==> src/rtl/fft_mc_frame_arb.sv <==
// rtl/fft_mc_frame_arb.sv - multi-channel frame arbiter, config issuer and output tagger for the burst FFT core
module fft_mc_frame_arb #(
    parameter int NUM_CH     = 4,
    parameter int CH_WIDTH   = 2,
    parameter int DATA_WIDTH = 16,
    parameter int ADDR_WIDTH = 9,
    parameter int TAG_DEPTH  = 4
) (
    input  logic                       clk,
    input  logic                       rst,
    input  logic                       cfg_wr_en,
    input  logic [CH_WIDTH-1:0]        cfg_wr_ch,
    input  logic [23:0]                cfg_wr_data,
    input  logic [NUM_CH-1:0]          in_valid,
    input  logic [NUM_CH-1:0]          in_last,
    input  logic [NUM_CH*2*DATA_WIDTH-1:0] in_data,
    output logic [NUM_CH-1:0]          in_ready,
    output logic                       core_cfg_valid,
    output logic [23:0]                core_cfg_data,
    input  logic                       core_cfg_ready,
    output logic                       core_s_valid,
    output logic                       core_s_last,
    output logic [2*DATA_WIDTH-1:0]    core_s_data,
    input  logic                       core_s_ready,
    input  logic                       core_m_valid,
    input  logic                       core_m_last,
    input  logic [2*DATA_WIDTH-1:0]    core_m_data,
    input  logic [ADDR_WIDTH:0]        core_m_user,
    output logic                       core_m_ready,
    output logic                       o_valid,
    output logic                       o_last,
    output logic [2*DATA_WIDTH-1:0]    o_data,
    output logic [ADDR_WIDTH:0]        o_user,
    output logic [CH_WIDTH-1:0]        o_ch,
    input  logic                       o_ready,
    output logic                       busy,
    output logic                       err_no_tag
);

    localparam int SW     = 2 * DATA_WIDTH;
    localparam int TAG_AW = (TAG_DEPTH > 1) ? $clog2(TAG_DEPTH) : 1;

    localparam logic [1:0] S_IDLE = 2'd0;
    localparam logic [1:0] S_CFG  = 2'd1;
    localparam logic [1:0] S_XFER = 2'd2;

    logic [1:0]          r_state;
    logic [CH_WIDTH-1:0] r_rr_ptr;
    logic [CH_WIDTH-1:0] r_grant;
    logic [23:0]         r_cfg_lat;
    logic [23:0]         r_cfg [NUM_CH];

    logic [CH_WIDTH-1:0] r_tag_mem [TAG_DEPTH];
    logic [TAG_AW-1:0]   r_tag_wr;
    logic [TAG_AW-1:0]   r_tag_rd;
    logic [TAG_AW:0]     r_tag_cnt;
    logic                r_err;

    logic                  w_tag_empty;
    logic                  w_tag_full;
    logic [2*NUM_CH-1:0]   w_req2;
    logic                  w_found;
    logic [CH_WIDTH:0]     w_sum;
    logic [CH_WIDTH-1:0]   w_arb_ch;
    logic [CH_WIDTH-1:0]   w_next_ptr;
    logic                  w_grant_fire;
    logic                  w_cfg_fire;
    logic                  w_in_xfer;
    logic                  w_g_valid;
    logic                  w_g_last;
    logic [SW-1:0]         w_g_data;
    logic [23:0]           w_arb_cfg;
    logic                  w_xfer_done;
    logic                  w_pop;

    assign w_tag_empty = (r_tag_cnt == '0);
    // Full is judged on the registered count, so a same-cycle pop never enables a grant
    assign w_tag_full  = (r_tag_cnt == (TAG_AW+1)'(TAG_DEPTH));

    // Rotate requests so bit 0 is the channel at rr_ptr, then take the first set bit
    always_comb begin
        w_req2   = {in_valid, in_valid} >> r_rr_ptr;
        w_found  = 1'b0;
        w_sum    = '0;
        w_arb_ch = '0;
        for (int k = 0; k < NUM_CH; k++) begin
            if (!w_found && w_req2[k]) begin
                w_found = 1'b1;
                w_sum   = {1'b0, r_rr_ptr} + (CH_WIDTH+1)'(k);
                if (w_sum >= (CH_WIDTH+1)'(NUM_CH)) begin
                    w_sum = w_sum - (CH_WIDTH+1)'(NUM_CH);
                end
                w_arb_ch = w_sum[CH_WIDTH-1:0];
            end
        end
    end

    assign w_next_ptr   = (w_arb_ch == CH_WIDTH'(NUM_CH - 1)) ? '0 : w_arb_ch + CH_WIDTH'(1);
    assign w_grant_fire = (r_state == S_IDLE) && w_found && !w_tag_full;
    assign w_cfg_fire   = (r_state == S_CFG) && core_cfg_ready;
    assign w_in_xfer    = (r_state == S_XFER);

    // Select the granted channel's stream and the arbitration winner's config word
    always_comb begin
        w_g_valid = 1'b0;
        w_g_last  = 1'b0;
        w_g_data  = '0;
        w_arb_cfg = '0;
        for (int c = 0; c < NUM_CH; c++) begin
            if (r_grant == CH_WIDTH'(c)) begin
                w_g_valid = in_valid[c];
                w_g_last  = in_last[c];
                w_g_data  = in_data[c*SW +: SW];
            end
            if (w_arb_ch == CH_WIDTH'(c)) begin
                w_arb_cfg = r_cfg[c];
            end
        end
    end

    // Zero-latency pass-through of the granted channel while in XFER
    always_comb begin
        in_ready = '0;
        for (int c = 0; c < NUM_CH; c++) begin
            in_ready[c] = w_in_xfer && (r_grant == CH_WIDTH'(c)) && core_s_ready;
        end
    end

    assign core_s_valid   = w_in_xfer & w_g_valid;
    assign core_s_last    = w_in_xfer & w_g_last;
    assign core_s_data    = w_in_xfer ? w_g_data : '0;
    assign core_cfg_valid = (r_state == S_CFG);
    assign core_cfg_data  = (r_state == S_CFG) ? r_cfg_lat : '0;
    assign w_xfer_done    = core_s_valid & core_s_ready & core_s_last;

    // Result side: a result is only forwarded when a tag says which channel owns it
    assign o_valid      = core_m_valid & ~w_tag_empty;
    assign core_m_ready = o_ready & ~w_tag_empty;
    assign o_last       = ~rst & core_m_last;
    assign o_data       = rst ? '0 : core_m_data;
    assign o_user       = rst ? '0 : core_m_user;
    assign o_ch         = w_tag_empty ? '0 : r_tag_mem[r_tag_rd];
    assign w_pop        = o_valid & o_ready & o_last;

    assign busy       = (r_state != S_IDLE) || !w_tag_empty;
    assign err_no_tag = r_err;

    // Per-channel config registers; out-of-range channel writes are dropped
    always_ff @(posedge clk or posedge rst) begin
        if (rst) begin
            for (int c = 0; c < NUM_CH; c++) begin
                r_cfg[c] <= '0;
            end
        end else if (cfg_wr_en) begin
            for (int c = 0; c < NUM_CH; c++) begin
                if (cfg_wr_ch == CH_WIDTH'(c)) begin
                    r_cfg[c] <= cfg_wr_data;
                end
            end
        end
    end

    // Frame FSM: grant in IDLE, hand the config word over in CFG, stream the frame in XFER
    always_ff @(posedge clk or posedge rst) begin
        if (rst) begin
            r_state   <= S_IDLE;
            r_rr_ptr  <= '0;
            r_grant   <= '0;
            r_cfg_lat <= '0;
        end else begin
            case (r_state)
                S_IDLE: begin
                    if (w_grant_fire) begin
                        r_grant   <= w_arb_ch;
                        r_cfg_lat <= w_arb_cfg;
                        r_rr_ptr  <= w_next_ptr;
                        r_state   <= S_CFG;
                    end
                end
                S_CFG: begin
                    if (w_cfg_fire) begin
                        r_state <= S_XFER;
                    end
                end
                S_XFER: begin
                    if (w_xfer_done) begin
                        r_state <= S_IDLE;
                    end
                end
                default: r_state <= S_IDLE;
            endcase
        end
    end

    // In-order tag FIFO: pushed at grant, popped when the tagged result frame completes
    always_ff @(posedge clk or posedge rst) begin
        if (rst) begin
            r_tag_wr  <= '0;
            r_tag_rd  <= '0;
            r_tag_cnt <= '0;
            for (int i = 0; i < TAG_DEPTH; i++) begin
                r_tag_mem[i] <= '0;
            end
        end else begin
            if (w_grant_fire) begin
                r_tag_mem[r_tag_wr] <= w_arb_ch;
                r_tag_wr            <= r_tag_wr + TAG_AW'(1);
            end
            if (w_pop) begin
                r_tag_rd <= r_tag_rd + TAG_AW'(1);
            end
            case ({w_grant_fire, w_pop})
                2'b10:   r_tag_cnt <= r_tag_cnt + (TAG_AW+1)'(1);
                2'b01:   r_tag_cnt <= r_tag_cnt - (TAG_AW+1)'(1);
                default: r_tag_cnt <= r_tag_cnt;
            endcase
        end
    end

    // Sticky flag for a core result arriving with no outstanding frame
    always_ff @(posedge clk or posedge rst) begin
        if (rst) begin
            r_err <= 1'b0;
        end else if (core_m_valid && w_tag_empty) begin
            r_err <= 1'b1;
        end
    end

endmodule

==> config.mk <==
export PLATFORM = sky130hd
export DESIGN_NAME = fft_mc_frame_arb
export DESIGN_NICKNAME = d
export VERILOG_FILES = /design/src/rtl/fft_mc_frame_arb.sv
export SDC_FILE = /design/constraint.sdc
export NUM_CORES = 1
export LEC_CHECK = 0
export ABC_AREA = 0
export CORE_AREA = 2 2 139 141
export DETAILED_ROUTE_END_ITERATION = 8
export DIE_AREA = 0 0 141 143
export PLACE_DENSITY = 0.77
export SLEW_MARGIN = 30
export SYNTH_ARGS = -nofsm -noshare
export SYNTH_HDL_FRONTEND = slang
export SYNTH_SLANG_ARGS = --single-unit
export TNS_END_PERCENT = 20
==> constraint.sdc <==
create_clock -name clk -period 6.1 [get_ports clk]
set_input_delay 1.22 -clock clk [delete_from_list [all_inputs] [get_ports clk]]
set_output_delay 1.22 -clock clk [all_outputs]
set_load 0.02 [all_outputs]
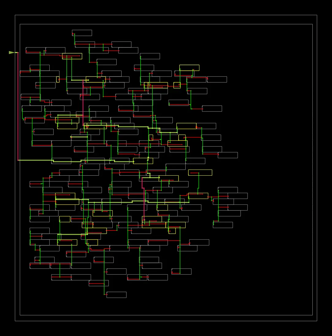
run_1/clocks.png
clock skew: 0.007228 ns
Clk. pwr: 1.12 mW

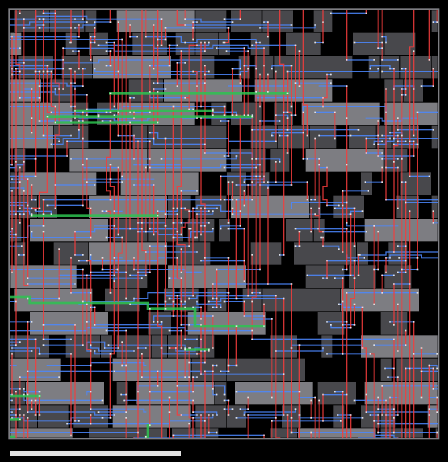
run_1/detail.png
Scale bar: 20 µm. Window x 46 to 96, y 75 to 125 µm. Cells in gray, sequential cells in the stronger gray; small squares are vias.
legend:
  blue:
    layer: metal 1
  green:
    layer: metal 3
  red:
    layer: metal 2
netlist names of flops here include: `r_cfg` (19), `r_cfg_lat` (7), `r_tag_cnt` (3)
cells with their middle in the window: 145
sequential cells in the window: 33
most frequent: dfrtp_1 (33), mux2_2 (19), a31oi_1 (14)

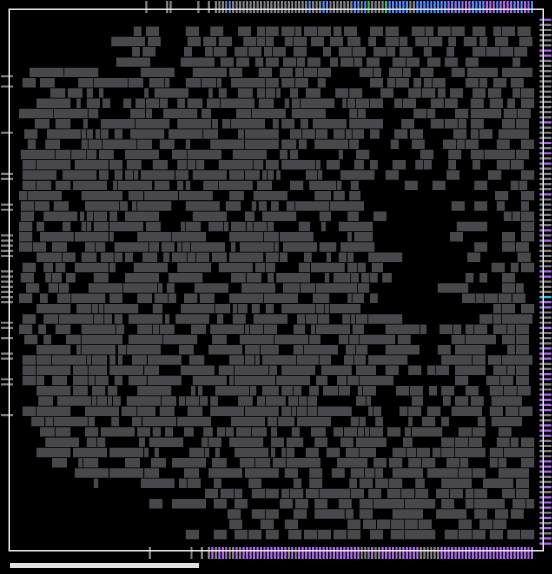
run_1/io_placement.png
Scale bar: 50 µm. Pins as bars across the die edge, other pins in gray.
legend:
  green:
    port: `o_ch`
    pins: 2
    direction: output
    edge: top
  cyan:
    port: `core_s_ready`
    pins: 1
    direction: input
    edge: right
  blue:
    port: `o_data`
    pins: 32
    direction: output
    edge: top
  purple:
    port: `in_data`
    pins: 128
    direction: input
    edge: 75 bottom, 38 right, 15 top
all pins by edge: 103 right, 97 top, 97 bottom, 27 left
IO buf count: 323
die width: 141 µm

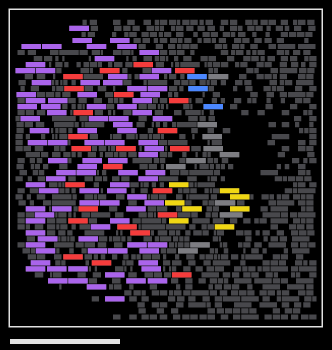
run_1/flops_by_reg.png
Scale bar: 50 µm.
legend:
  red:
    netlist_name: `r_cfg_lat`
    flops: 24
  blue:
    netlist_name: `r_tag_cnt`
    flops: 3
  yellow:
    netlist_name: `r_tag_mem`
    flops: 8
  purple:
    netlist_name: `r_cfg`
    flops: 96
not colored: 11
Seq. pwr: 1.51 mW
sequential share of cell area: 29.15%

[run 1: per-stage QoR]
| stage | area (µm²) | power, mW | std cells | setup slack [ns] |
|---|---|---|---|---|
| final | 12210 | 4.994 | 1253 | 1.848 |
| after global routing | 12200 | 5.268 | 1252 | 1.814 |
| after CTS | 12190 | 5.008 | 1251 | 1.775 |
| after detailed placement | 11550 | 3.866 | 1219 | 1.868 |
| after global placement | 11540 | 3.814 | 1219 | 1.583 |
| after floorplan | 8125 | 2.973 | 705 | 0.8675 |
[run 1: registers in the layout (all words and copies together) (netlist names)]
signal	count
r_grant	2
r_cfg_lat	24
r_cfg	96
r_tag_cnt	3
r_tag_wr	2
r_tag_mem	8
r_state	2
r_tag_rd	2
r_rr_ptr	2
err_no_tag	1
==> reports/results.txt, run 1 <==
Yosys top cell by instances: dfrtp_1
Floorplan Nets: 927
CP startpoint kind: input pin
drt drc: 0
Cell Type Count: 46
met1 GRT Util: 34.38%
CTS clk-pin slew, worst paths: 0.05 ns
Clock-cell share: 5.279%
worst path cell trace: clkdlybuf4s50_1 > mux4_2 > and2_1 > clkdlybuf4s50_1
crit-path most repeated cell: clkdlybuf4s50_1
Synth logic family: multiplexers
CTS resizes: 0
Top cell area share: 43.73%
EDFF count, synth: 0
GRT Total Usage: 27.93%
GP Congestion: 0.9036
cts bufs inserted: 17
hold wc startpoint: err_no_tag$_DFFE_PP0P_
Finished Core Util: 65.70%
Critical path buffers and inverters: 2
dpl hpwl: 19.87 mm
Power Dens Cells: 409.1 nW/µm²
CP peak stage delay: 0.55 ns
layout cells sized above 1: 19.08%
area leader, netlist: dfrtp_1
worst hold endpoint: err_no_tag$_DFFE_PP0P_
synthesized flop and latch total: 142
Clock power frac: 22.4%
Seq share, synth: 43.73%
postcts setup bufs: 0
crit-path max FO: 7
floorplan utilization: 43.73%
Avg WL per Cell: 22.44 µm
# hold bufs at CTS: 0
Buffers, non-clock: 338
Top area cell types: dfrtp_1, mux2_2, mux4_2, and2_1, nor2b_1
fin nets: 1226
status: finished clean
YS chip area: 8125 µm²
wl on met1: 11.06 mm
met3 routed WL: 2.185 mm
most frequent cells in the layout: clkdlybuf4s50_1, dfrtp_1, mux2_2, and2_1
## Run 2: what changed since run 1
==> constraint.sdc (replaced) <==
create_clock -name clk -period 4.3 [get_ports clk]
set_input_delay 0.86 -clock clk [delete_from_list [all_inputs] [get_ports clk]]
set_output_delay 0.86 -clock clk [all_outputs]
set_load 0.02 [all_outputs]
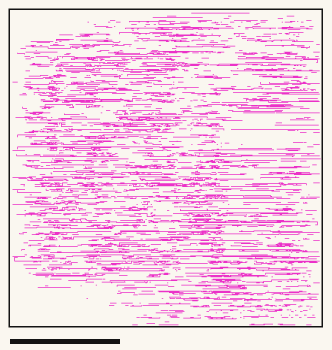
run_2/layer_met1.png
Scale bar: 50 µm.
wire length on this layer: 11200 µm
share of all routed wire: 40%
main direction: horizontal
nets with wire on the layer: 1100
longest straight run: 64.4 µm
Detailed Route WL: 28.00 mm
detailed-route via count: 7103
met1 GRT Util: 33.92%

==> reports/results.txt, run 2 <==
drt drc: 0 (unchanged)
DP Area: 11650 µm² (+0.88%)
wl on met1: 11.16 mm (+0.89%)
Finished Layout Cells: 1263 (+0.80%)
Critical path buffers and inverters: 2 (unchanged)
Power Dens Cells: 573.2 nW/µm² (+40%)
IO buf count: 323 (unchanged)
sequential share of cell area: 29.02% (-0.13 points)
dpl cells: 1228 (+0.74%)
CP peak stage delay: 0.79 ns (+0.24 ns)
met3 routed WL: 1.918 mm (-12%)
area leader, netlist: dfrtp_1
synthesized flop and latch total: 142 (unchanged)
floorplan utilization: 43.73% (unchanged)
most frequent cells in the layout: clkdlybuf4s50_1, dfrtp_1, mux2_2, and2_1
EDFF count, synth: 0 (unchanged)
crit-path max FO: 23 (+16)
status: finished clean
cts bufs inserted: 17 (unchanged)
Biggest register: r_cfg
Cell Type Count: 46 (unchanged)
CP startpoint kind: register
Buffers, non-clock: 347 (+2.7%)
Finished Core Util: 65.95% (+0.26 points)
fin worst setup slack: 0.4999 ns (-1.349 ns)
dpl hpwl: 20.28 mm (+2.1%)
DP Worst Slack: 0.6959 ns (-1.172 ns)
worst path cell trace: buf_4 > mux4_2 > and2_1 > clkdlybuf4s50_1
hold wc startpoint: err_no_tag$_DFFE_PP0P_
Regs by FF count: r_cfg x96, r_cfg_lat x24, r_tag_mem x8
GRT Total Usage: 27.54% (-0.40 points)
Clock-cell share: 4.891% (-0.39 points)
Top cell area share: 43.73% (unchanged)
fin nets: 1235 (+0.73%)
Yosys top cell by instances: dfrtp_1
Avg WL per Cell: 22.17 µm (-1.2%)
postcts setup bufs: 0 (unchanged)
CTS resizes: 0 (unchanged)
CTS clk-pin slew, worst paths: 0.06 ns (about the same)
Top area cell types: dfrtp_1, mux2_2, mux4_2, and2_1, nor2b_1
fin area: 12250 µm² (+0.39%)
die width: 141 µm (unchanged)
-- run 2: cell counts after synthesis --
No cell type changed its count.
-- run 2: cell families (layout without fill, tap and decap cells) --
kind of cell	count (synthesis)	in the layout	share of synthesized area (%)
other	0	3	0
xor gates and xnor gates	6	6	0.6467
muxes	136	136	23.81
buffers and inverters	95	416	4.651
adders and majority gates	10	10	1.632
DFF	142	142	43.73
and+or+nand+nor	191	191	14.51
AOI/OAI and AO/OA	125	125	11.03
-- run 2: power by group --
part           switching (mW)  total [mW]  internal, mW  leakage [nW]
combinational            1.70        3.43          1.73          2.88
sequential              0.363        2.11          1.74          1.68
clock                   0.545        1.49         0.942         0.295
## Run 3: what changed since run 2
--- a/config.mk
+++ b/config.mk
@@ -10,6 +10,7 @@
 export DETAILED_ROUTE_END_ITERATION = 8
 export DIE_AREA = 0 0 141 143
 export PLACE_DENSITY = 0.77
+export SETUP_SLACK_MARGIN = 0.05
 export SLEW_MARGIN = 30
 export SYNTH_ARGS = -nofsm -noshare
 export SYNTH_HDL_FRONTEND = slang
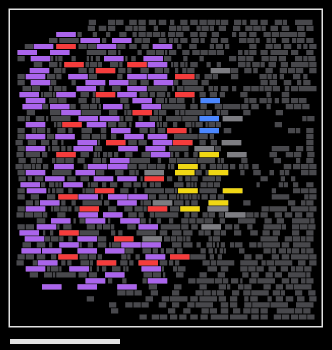
run_3/flops_by_reg.png
Scale bar: 50 µm.
legend:
  red:
    netlist_name: `r_cfg_lat`
    flops: 24
  yellow:
    netlist_name: `r_tag_mem`
    flops: 8
    where: center
  purple:
    netlist_name: `r_cfg`
    flops: 96
  blue:
    netlist_name: `r_tag_cnt`
    flops: 3
not colored: 11
Seq. pwr: 2.11 mW
sequential share of cell area: 29.02%
Finished Core Util: 65.95%
storage element area: 3556 µm²

==> reports/results.txt, run 3 <==
status: finished clean
clock skew: 0.007124 ns
Reg2Reg Setup Slack: 1.71 ns
fin area: 12250 µm² (unchanged)
syn_area_per_cell: 11.53 µm²
Top cell area share: 43.73% (unchanged)
Design Power: 7.024 mW
Finished Layout Cells: 1263 (unchanged)
met2 Usage GRT: 46.78%
Clk. pwr: 1.49 mW (about the same)
Critical path buffers and inverters: 2 (unchanged)
n_taps: 234
H-tree depth: 4
Cell Type Count: 46 (unchanged)
die width: 141 µm (unchanged)
largest power group: combinational logic
CTS clk-pin slew, worst paths: 0.06 ns (about the same)
Min-Delay Path Depth: 1
YS chip area: 8125 µm²
wl on met1: 11.16 mm (unchanged)
Core Footprint: 18580 µm²
GRT Total Usage: 27.54% (unchanged)
CP startpoint kind: register
delay-heaviest family, CP: buffers and inverters
worst path cell trace: buf_4 > mux4_2 > and2_1 > clkdlybuf4s50_1
Comb power frac: 48.8% (about the same)
fin worst setup slack: 0.4999 ns (unchanged)
worst hold endpoint: err_no_tag$_DFFE_PP0P_
cts bufs inserted: 17 (unchanged)
Max-Cap Viols: 0
Buffers, non-clock: 347 (unchanged)
met1 GRT Util: 33.92% (unchanged)
met3 routed WL: 1.918 mm (unchanged)
worst setup path startpoint: r_grant[0]$_DFFE_PP0P_
Comb group: 3.43 mW (about the same)
hold wc startpoint: err_no_tag$_DFFE_PP0P_
stages on the worst setup path: 4
Worst Hold Class: reg -> reg
max reg flops: 96
Crit Path Class: reg -> out
die area: 20160 µm²
DP Area: 11650 µm² (unchanged)
maximum clock frequency: 263.1 MHz
CTS Sinks: 142
total negative slack: 0 ns
area leader, netlist: dfrtp_1
CTS resizes: 0 (unchanged)
synthesized flop and latch total: 142 (unchanged)
# diodes: 3
switching power: 2.610 mW (unchanged)
DP Worst Slack: 0.6959 ns (unchanged)
CP peak stage delay: 0.79 ns (about the same)
dpl cells: 1228 (unchanged)
dpl hpwl: 20.28 mm (unchanged)
postcts setup bufs: 0 (unchanged)
drt first-iter violations: 356
Yosys top cell by instances: dfrtp_1
Vias/cell: 5.624
EDFF count, synth: 0 (unchanged)
Top area cell types: dfrtp_1, mux2_2, mux4_2, and2_1, nor2b_1
first-pass GRT wire length: 42.03 mm
Clock power frac: 21.2% (about the same)
Clock-cell share: 4.891% (unchanged)
Power Dens Cells: 573.2 nW/µm² (unchanged)
detailed-route via count: 7103 (unchanged)
Switching Fraction: 37.16% (unchanged)
Biggest register: r_cfg
chip height: 143 µm
crit-path max FO: 23 (unchanged)
internal power: 4.414 mW (unchanged)
fin nets: 1235 (unchanged)
WP data required: 3.44 ns
drt drc: 0 (unchanged)
Routed Antenna Nets: 0
Detailed Route WL: 28.00 mm (unchanged)
most frequent cells in the layout: clkdlybuf4s50_1, dfrtp_1, mux2_2, and2_1
share of power burned in registers: 30.0% (about the same)
logic area: 4205 µm²
clock root cell: clkbuf_16
CTS max path bufs: 2
IO buf count: 323 (unchanged)
Post-synth ARST share: 100.0%
Regs by FF count: r_cfg x96, r_cfg_lat x24, r_tag_mem x8
Avg WL per Cell: 22.17 µm (unchanged)
floorplan utilization: 43.73% (unchanged)
largest net degree at the start of global routing: 49
Worst-Skew Late Latency: 0.42 ns
most frequent logic cell in the layout: clkdlybuf4s50_1
==> run 3: kinds of logic (layout without fill, tap and decap cells) <==
kind of cell | Yosys count | count (layout) | synth area share (%)
AOI/OAI and AO/OA | 125 | 125 | 11.03
and+or+nand+nor | 191 | 191 | 14.51
muxes | 136 | 136 | 23.81
xor gates and xnor gates | 6 | 6 | 0.6467
other | 0 | 3 | 0
DFF | 142 | 142 | 43.73
adders and majority gates | 10 | 10 | 1.632
buffers and inverters | 95 | 416 | 4.651
==> run 3: worst register-to-register path: stages, from the launching register on <==
cell     delay, ns
dfrtp_1       0.43
mux2i_1       0.14
nor2_1        0.44
or4_1         0.23
ha_1          0.15
buf_4         0.45
a21oi_1       0.11
a221o_1       0.35
a31oi_1       0.19
No activity file was given, so power comes from the tool's default toggle rates.
